===== src/rtl/controle_placar.sv =====
// Scoreboard score sequencer: synchronises and debounces the point buttons, then
// applies one range-checked +/-1..3 update per press to the selected team's score.
module controle_placar #(
  parameter int DEBOUNCE_CYCLES = 50000,
  parameter int CW              = 16
) (
  input  logic       clock,
  input  logic       reset_n,
  input  logic [2:0] botoes,
  input  logic       chave_time,
  input  logic       chave_sub,
  input  logic       zerar,
  output logic [6:0] placar_t1,
  output logic [6:0] placar_t2,
  output logic       erro,
  output logic       atualizou
);

  typedef enum logic [1:0] {OCIOSO, FILTRO, APLICA, ESPERA_SOLTAR} estado_t;

  localparam logic [CW-1:0] CNT_MAX = CW'(DEBOUNCE_CYCLES - 1);

  estado_t       est_q,  est_d;
  logic [CW-1:0] cnt_q,  cnt_d;
  logic [2:0]    bs1_q,  bs_q;
  logic [2:0]    pat_q,  pat_d;
  logic [1:0]    pts_q,  pts_d;
  logic          time_q, time_d;
  logic          sub_q,  sub_d;
  logic [6:0]    t1_q,   t1_d;
  logic [6:0]    t2_q,   t2_d;
  logic          erro_q, erro_d;

  logic          um_bit;
  logic [6:0]    s;
  logic [7:0]    soma;
  logic [6:0]    novo;
  logic          ok;

  // Exactly one button pressed; chords are ignored.
  assign um_bit = (bs_q == 3'b001) || (bs_q == 3'b010) || (bs_q == 3'b100);

  assign s    = time_q ? t2_q : t1_q;
  assign soma = {1'b0, s} + {6'd0, pts_q};
  assign ok   = sub_q ? (s >= {5'd0, pts_q}) : (soma <= 8'd99);
  assign novo = sub_q ? (s - {5'd0, pts_q}) : soma[6:0];

  always_ff @(posedge clock or negedge reset_n) begin
    if (!reset_n) begin
      bs1_q  <= '0;
      bs_q   <= '0;
      est_q  <= OCIOSO;
      cnt_q  <= '0;
      pat_q  <= '0;
      pts_q  <= '0;
      time_q <= 1'b0;
      sub_q  <= 1'b0;
      t1_q   <= '0;
      t2_q   <= '0;
      erro_q <= 1'b0;
    end else begin
      bs1_q  <= botoes;
      bs_q   <= bs1_q;
      est_q  <= est_d;
      cnt_q  <= cnt_d;
      pat_q  <= pat_d;
      pts_q  <= pts_d;
      time_q <= time_d;
      sub_q  <= sub_d;
      t1_q   <= t1_d;
      t2_q   <= t2_d;
      erro_q <= erro_d;
    end
  end

  always_comb begin
    est_d     = est_q;
    cnt_d     = cnt_q;
    pat_d     = pat_q;
    pts_d     = pts_q;
    time_d    = time_q;
    sub_d     = sub_q;
    t1_d      = t1_q;
    t2_d      = t2_q;
    erro_d    = erro_q;
    atualizou = 1'b0;

    case (est_q)
      OCIOSO: begin
        if (um_bit) begin
          pat_d  = bs_q;
          pts_d  = bs_q[0] ? 2'd1 : (bs_q[1] ? 2'd2 : 2'd3);
          time_d = chave_time;
          sub_d  = chave_sub;
          cnt_d  = '0;
          est_d  = FILTRO;
        end
      end
      FILTRO: begin
        if (bs_q != pat_q) begin
          cnt_d = '0;
          est_d = OCIOSO;
        end else if (cnt_q == CNT_MAX) begin
          est_d = APLICA;
        end else begin
          cnt_d = cnt_q + 1'b1;
        end
      end
      APLICA: begin
        cnt_d = '0;
        est_d = ESPERA_SOLTAR;
        // A simultaneous clear wins and the pending event is dropped.
        if (!zerar) begin
          if (ok) begin
            if (time_q) t2_d = novo;
            else        t1_d = novo;
            erro_d    = 1'b0;
            atualizou = 1'b1;
          end else begin
            erro_d = 1'b1;
          end
        end
      end
      ESPERA_SOLTAR: begin
        if (bs_q != 3'b000) begin
          cnt_d = '0;
        end else if (cnt_q == CNT_MAX) begin
          cnt_d = '0;
          est_d = OCIOSO;
        end else begin
          cnt_d = cnt_q + 1'b1;
        end
      end
      default: begin
        cnt_d = '0;
        est_d = OCIOSO;
      end
    endcase

    if (zerar) begin
      t1_d   = '0;
      t2_d   = '0;
      erro_d = 1'b0;
    end
  end

  assign placar_t1 = t1_q;
  assign placar_t2 = t2_q;
  assign erro      = erro_q;

endmodule


===== config.mk =====
export PLATFORM = sky130hd
export DESIGN_NAME = controle_placar
export DESIGN_NICKNAME = d
export VERILOG_FILES = /design/src/rtl/controle_placar.sv
export SDC_FILE = /design/constraint.sdc
export NUM_CORES = 1
export LEC_CHECK = 0
export ABC_AREA = 1
export CORE_ASPECT_RATIO = 1.75
export CORE_MARGIN = 5
export CORE_UTILIZATION = 60
export CTS_BUF_LIST = sky130_fd_sc_hd__clkbuf_16
export CTS_CLUSTER_SIZE = 28
export DETAILED_ROUTE_END_ITERATION = 8
export PLACE_DENSITY_LB_ADDON = 0.15
export SLEW_MARGIN = 20
export SYNTH_ARGS = -nofsm -noshare
export SYNTH_HDL_FRONTEND = slang
export SYNTH_SLANG_ARGS = --single-unit

===== constraint.sdc =====
create_clock -name clock -period 6.36 [get_ports clock]
set_input_delay 0.636 -clock clock [delete_from_list [all_inputs] [get_ports clock]]
set_output_delay 0.636 -clock clock [all_outputs]
set_load 0.03 [all_outputs]

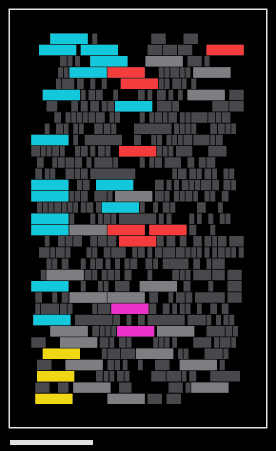
(sequential cells coloured by netlist name)
The bar under the picture is 20 um long. Other sequential cells in the stronger grey, the rest of the logic in the fainter grey.
placar_t2 -> red  # sequential cells 7
cnt_q -> cyan  # sequential cells 16
bs1_q -> yellow  # sequential cells 3
pts_q -> magenta  # sequential cells 2

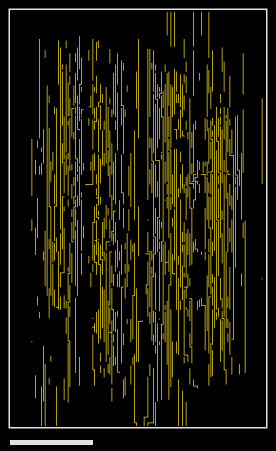
(M2 wires)
The bar under the picture is 20 um long.
main direction = vertical
share of all routed wire = 58%

==> results.cfg <==
; flow metrics
[power]
powerClk_w = 0.000288
finalPower_w = 0.00151
sw_frac_of_total_pct = 46.9
ir_drop_uv = 379
p_leak_nw = 1.54
comb-power_w = 0.000764
p_seq_w = 0.000454
p_int_w = 0.000800
seqPwrFrac_pct = 30.1
maxPowerGroup = combinational logic
pwr-share-comb_pct = 50.7

[status]
outcome = finished, final reports clean

[sta]
rsz0062_at_grt = no
finalMaxSlewViolations = 0
fmax_mhz = 222
finalClockSkew_ns = 0.00286
tns_ns = 0
fin_ws_ns = 1.85

[cells_and_area]
final_design_area_no_fill_mm2 = 0.00323
layout_top_cell = nand2_1
clkbuf_count = 5
largest_cell_class = logic gates
drive_gt1_share_pct = 9.41
area_delta_synth_final_pct = 14.4
n_antenna_cell = 0
mostFrequentLayoutCells = nand2_1, inv_1, dfrtp_1
comb_share_pct = 43.6
logic_gate_count = 270
logic_area_mm2 = 0.00141
ff_count = 46
nonClkBufAreaFrac_pct = 7.04

[clock_tree]
cts_hold_buf = 0
cts_tree = done
cts-buffers-inserted = 5
cts_htree_levels = 2
cts_root_buf = clkbuf_16

[synthesis]
seq_area_frac_synth_pct = 40.7
synth_nets = 395
ys_area_mm2 = 0.00283
synthTopCellsByCount = nand2_1, inv_1, dfrtp_1
yosysTopAreaCellShare_pct = 40.7
edf_count = 0
yosys_warnings = 0
synth.distinct_cells = 40
synth.area.top_cells = dfrtp_1, nand2_1, inv_1
yosys_cells = 379

[floorplan]
dieArea_mm2 = 0.00623
rows = 33
pin_count = 24
tap_cells = 52

[placed_design]
dpl_worst_slack_ns = 2.18
io_buffer_count = 23
place_area_mm2 = 0.00307
dpl.hpwl_um = 5140
dp.cells = 448

[worst_setup_path]
path_common_cell = nor2_1
criticalPathCategory = reg -> out
crit_required_ns = 5.72
end_kind = output port
worstSetupStartpoint = time_q$_DFFE_PN0P_
regToRegSetupSlack_ns = 3.23
cp_max_fo = 13
cp_slowest_cell = clkdlybuf4s50_1
crit_end = atualizou
cp_num_cells = 15

[drt]
via_per_inst = 5.44
wl_met2_um = 3810
routed_wl_um = 6620
drtAntennaViolNets = 0
met3_wirelength_um = 117
drc = 0

[run]
maxCapViolations = 0

[hold_path]
hold_path.class = in -> async

[global_route]
antenna_found_initial = 0
top_usage_layer = met2
gr-total-overflow = 0
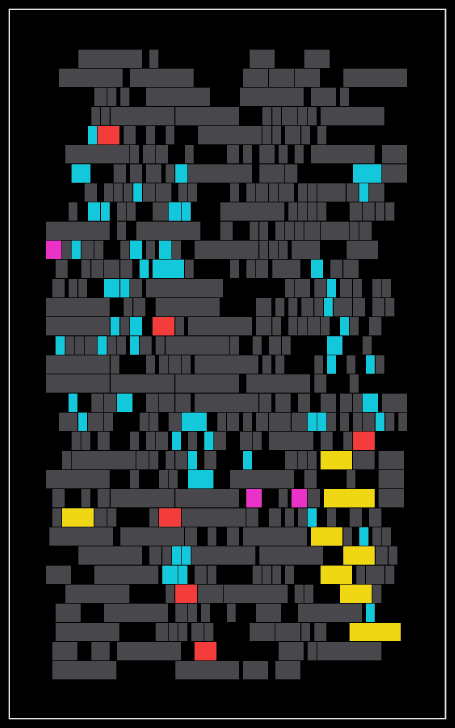
(logic cells by family)
XOR/XNOR gates -> red  # cells 6
NOR gates -> cyan  # cells 49
adder and majority cells -> yellow  # cells 8, where south-east
AND and OR gates -> magenta  # cells 3

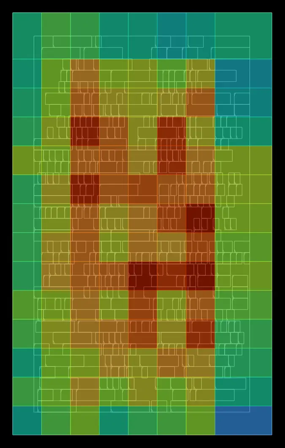
(congestion heat map)
GR Layer Usage met1: 25.3%
M2 GR Usage: 45.6%
post-layout util: 69.9%
wire per inst: 14.5 um

-- flip-flops by register name, summed over array words and instances (netlist names), named ones only --
name       flops
pts_q          2
sub_q          1
placar_t1      7
bs1_q          3
bs_q           3
placar_t2      7
time_q         1
est_q          1
erro           1
pat_q          3
cnt_q         16
-- cell families (layout without fill, tap and decap cells) --
family	count (synthesis)	count (layout)	synth area share, %
simple gates	205	205	34.3
flops	46	46	40.7
xor+xnor	6	6	1.86
buf+inv	63	88	9.34
fa+ha+maj	8	8	4.07
compound gates	51	51	9.70
Power figures rest on the tool's default switching activity, not on a simulated workload.
